File: config.mk
export PLATFORM = sky130hd
export DESIGN_NAME = lmac_txfifo_gearbox
export DESIGN_NICKNAME = d
export VERILOG_FILES = /design/src/rtl/lmac_txfifo_gearbox.sv
export SDC_FILE = /design/constraint.sdc
export NUM_CORES = 1
export LEC_CHECK = 0
export ABC_AREA = 1
export CORE_ASPECT_RATIO = 0.9
export CORE_MARGIN = 4
export CORE_UTILIZATION = 40
export CTS_CLUSTER_SIZE = 12
export DETAILED_ROUTE_END_ITERATION = 10
export PLACE_DENSITY = 0.65
export SKIP_CTS_REPAIR_TIMING = 1
export SYNTH_ARGS = -nofsm -noshare
export SYNTH_HDL_FRONTEND = slang
export SYNTH_SLANG_ARGS = --single-unit
File: constraint.sdc
create_clock -name clk -period 7.37 [get_ports clk]
set_input_delay 1.474 -clock clk [delete_from_list [all_inputs] [get_ports clk]]
set_output_delay 1.474 -clock clk [all_outputs]
set_load 0.01 [all_outputs]
File: src/rtl/lmac_txfifo_gearbox.sv
// LMAC TX FIFO gearbox: pulls 64-bit FIFO words and emits 32-bit lanes (low half first), paced by link speed.
// Build macro LMAC_TXGB_IDLE_STATS_EN enables the saturating IDLE_TICK_CNT statistic (tied to 0 otherwise).
module lmac_txfifo_gearbox #(
    parameter int unsigned PACE_10G  = 1,
    parameter int unsigned PACE_5G   = 2,
    parameter int unsigned PACE_2P5G = 4,
    parameter int unsigned PACE_1G   = 10
) (
    input  logic        clk,
    input  logic        RESETN,
    input  logic        MODE_10G,
    input  logic        MODE_5G,
    input  logic        MODE_2P5G,
    input  logic        MODE_1G,
    input  logic        TXFIFO_RD_EMPTY,
    input  logic [63:0] TXFIFO_RD_OUTPUT,
    output logic        TXFIFO_RD_EN,
    output logic [31:0] TX_OUT_DATA,
    output logic        TX_OUT_VALID,
    output logic [1:0]  TX_BUF_LEVEL,
    output logic [15:0] IDLE_TICK_CNT
);
    typedef enum logic [2:0] {
        MODE_NONE  = 3'd0,
        MODE_S10G  = 3'd1,
        MODE_S5G   = 3'd2,
        MODE_S2P5G = 3'd3,
        MODE_S1G   = 3'd4
    } mode_e;

    localparam logic [3:0] LP_MAX_10G  = 4'(PACE_10G - 1);
    localparam logic [3:0] LP_MAX_5G   = 4'(PACE_5G - 1);
    localparam logic [3:0] LP_MAX_2P5G = 4'(PACE_2P5G - 1);
    localparam logic [3:0] LP_MAX_1G   = 4'(PACE_1G - 1);

    mode_e       w_mode;
    mode_e       r_mode;
    logic [3:0]  w_cnt_max;
    logic [3:0]  w_cnt;
    logic [3:0]  r_pace_cnt;
    logic        w_mode_act;
    logic        w_mode_chg;
    logic        w_tick;
    logic        w_emit;
    logic        w_retire;
    logic [1:0]  w_lvl_cmp;
    logic [2:0]  w_occ;
    logic        r_half;
    logic        r_inflight;
    logic        r_out_valid;
    logic [31:0] r_out_data;
    logic [1:0]  r_level;
    logic [63:0] r_cur;
    logic [63:0] r_nxt;

    always_comb begin
        w_mode    = MODE_NONE;
        w_cnt_max = 4'd0;
        if (MODE_10G) begin
            w_mode    = MODE_S10G;
            w_cnt_max = LP_MAX_10G;
        end else if (MODE_5G) begin
            w_mode    = MODE_S5G;
            w_cnt_max = LP_MAX_5G;
        end else if (MODE_2P5G) begin
            w_mode    = MODE_S2P5G;
            w_cnt_max = LP_MAX_2P5G;
        end else if (MODE_1G) begin
            w_mode    = MODE_S1G;
            w_cnt_max = LP_MAX_1G;
        end
    end

    assign w_mode_act = (w_mode != MODE_NONE);
    assign w_mode_chg = (w_mode != r_mode);
    // A mode switch restarts the pace count in the same cycle it is seen.
    assign w_cnt      = w_mode_chg ? 4'd0 : r_pace_cnt;
    assign w_tick     = w_mode_act && (w_cnt == w_cnt_max);
    assign w_emit     = w_tick && (r_level != 2'd0);
    assign w_retire   = w_emit && r_half;
    assign w_lvl_cmp  = r_level - {1'b0, w_retire};
    assign w_occ      = {1'b0, w_lvl_cmp} + {2'b00, r_inflight};

    assign TXFIFO_RD_EN  = RESETN && w_mode_act && !TXFIFO_RD_EMPTY && (w_occ < 3'd2);
    assign TX_OUT_DATA   = r_out_data;
    assign TX_OUT_VALID  = r_out_valid;
    assign TX_BUF_LEVEL  = r_level;

    always_ff @(posedge clk or negedge RESETN) begin
        if (!RESETN) begin
            r_mode      <= MODE_NONE;
            r_pace_cnt  <= 4'd0;
            r_half      <= 1'b0;
            r_inflight  <= 1'b0;
            r_out_valid <= 1'b0;
            r_out_data  <= 32'd0;
            r_level     <= 2'd0;
            r_cur       <= 64'd0;
            r_nxt       <= 64'd0;
        end else begin
            r_mode      <= w_mode;
            r_pace_cnt  <= (!w_mode_act || w_tick) ? 4'd0 : w_cnt + 4'd1;
            r_inflight  <= TXFIFO_RD_EN;
            r_out_valid <= w_emit;
            if (w_emit) begin
                r_out_data <= r_half ? r_cur[63:32] : r_cur[31:0];
                r_half     <= ~r_half;
            end
            // Compact on retire first, then land the returning word in the first free slot.
            if (w_retire) begin
                r_cur <= r_nxt;
            end
            if (r_inflight) begin
                if (w_lvl_cmp == 2'd0) begin
                    r_cur <= TXFIFO_RD_OUTPUT;
                end else begin
                    r_nxt <= TXFIFO_RD_OUTPUT;
                end
            end
            r_level <= w_lvl_cmp + {1'b0, r_inflight};
        end
    end

`ifdef LMAC_TXGB_IDLE_STATS_EN
    logic [15:0] r_idle_cnt;

    always_ff @(posedge clk or negedge RESETN) begin
        if (!RESETN) begin
            r_idle_cnt <= 16'd0;
        end else if (w_tick && (r_level == 2'd0) && (r_idle_cnt != 16'hFFFF)) begin
            r_idle_cnt <= r_idle_cnt + 16'd1;
        end
    end

    assign IDLE_TICK_CNT = r_idle_cnt;
`else
    assign IDLE_TICK_CNT = 16'd0;
`endif

endmodule

Figure 1. Routed clock nets over the placement.
Bar = 50 um.
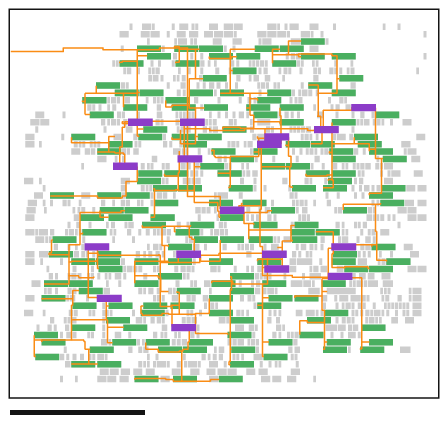
[green] flip-flops | count: 172
[orange] clock wires | length: 2120 um
[purple] clock drivers | count: 17
routed clock nets: 18

Figure 2. Logic cells by family.
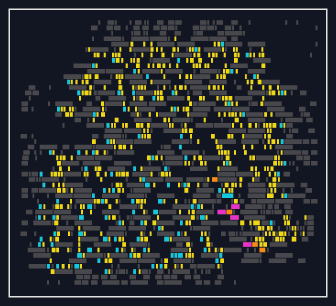
[cyan] aoi and oai cells | cells: 104 | most used: o21ai_0
[orange] xor and xnor cells | cells: 4 | most used: xnor2_1 | where: lower right
[magenta] fa/ha/maj cells | cells: 4 | most used: ha_1
[yellow] nand cells | cells: 469 | most used: nand2_1 | where: widely spread

Figure 3. Clock wiring as the flow saved it.
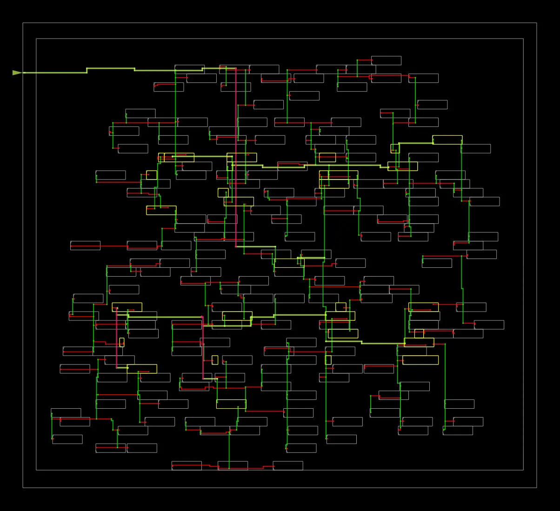
worst-skew pair later-pin latency: 0.43 ns
flop count: 172
Clock group: 0.000838 W
CLK BUF: 19
Clock Skew: 0.00765 ns

Figure 4. Sequential cells coloured by netlist name.
Other sequential cells in the stronger grey, the rest of the logic in the fainter grey.
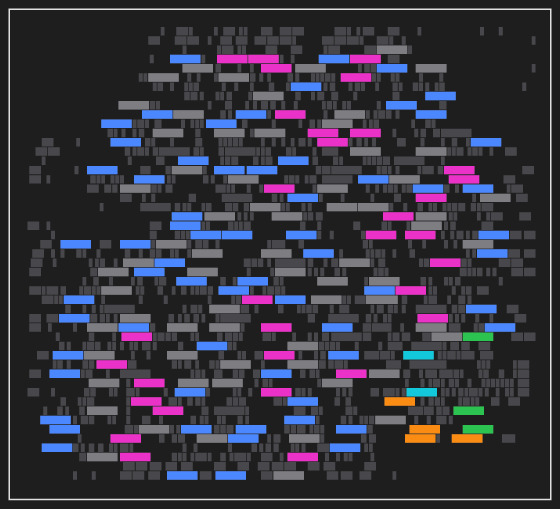
[cyan] TX_BUF_LEVEL | placed flops: 2
[orange] r_pace_cnt | placed flops: 4 | where: lower right
[green] r_mode | placed flops: 3
[blue] r_nxt | placed flops: 64 | where: widely spread
[magenta] TX_OUT_DATA | placed flops: 32
not coloured: 67

Figure 5. Cells coloured by class.
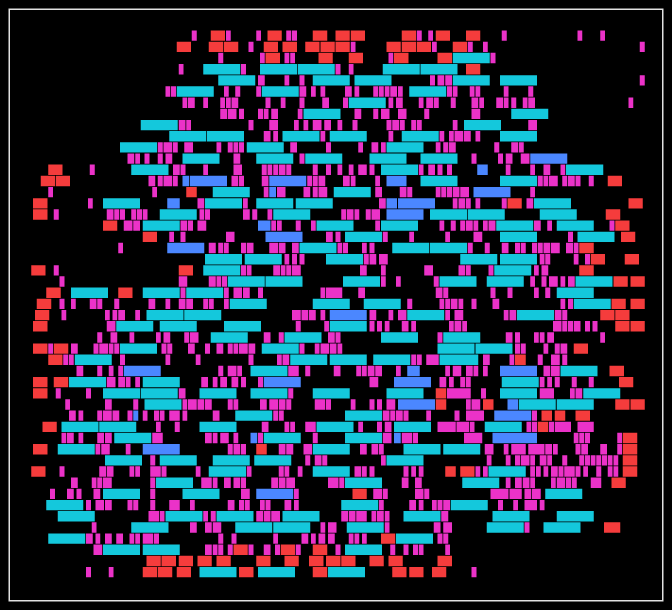
[magenta] combinational and other logic | cells: 788 | share of their area: 37%
[blue] clock drivers and dummy loads | cells: 30 | share of their area: 5.7%
[cyan] sequential cells | cells: 172 | share of their area: 45%
[red] remaining buffers and delay cells | cells: 116 | share of their area: 12%

==> results.toml <==
# generated from flow reports
[run_status]
status = "complete, no violations"

[final_layout]
synthToLayoutAreaGrowth_pct = 20.3
n_all_buffers = 116
nNetsFinal = 1170
antenna_cells = 0
num-multi-input-gates = 612

[clock_tree]
clk_pin_slew_worst_paths_ns = 0.06
cts_sinks = 172
htree_levels = 4

[critical_path]
rr_worst_depth = 12
r2r-start = "r_mode[0]"
worst_setup_path_end_kind = "output pin"
cpPeakStageDelay_ns = 0.49
cp_max_fo = 20

[worst_hold_path]
hold_path.class = "reg2reg"
hold_end = "TX_OUT_DATA[17]"

[sta]
setup_tns_ns = 0
rsz0062_at_grt = "false"
slew_headroom_pct = 28.3

[place]
dp_hpwl_um = 12900
dpl_cell_area_um2 = 9290

[global_route]
track_usage_pct = 19.3
grtUsageMet2_pct = 29.3

[pwr]
leakage_nw = 5.15

[floorplan]
die_x_um = 159

[drt]
post_drt_wl_per_cell_um = 15.7
wl_met2_um = 9560

[yosys]
ys_sh_mux_pct = 0
No activity file was given, so power comes from the tool's default toggle rates.
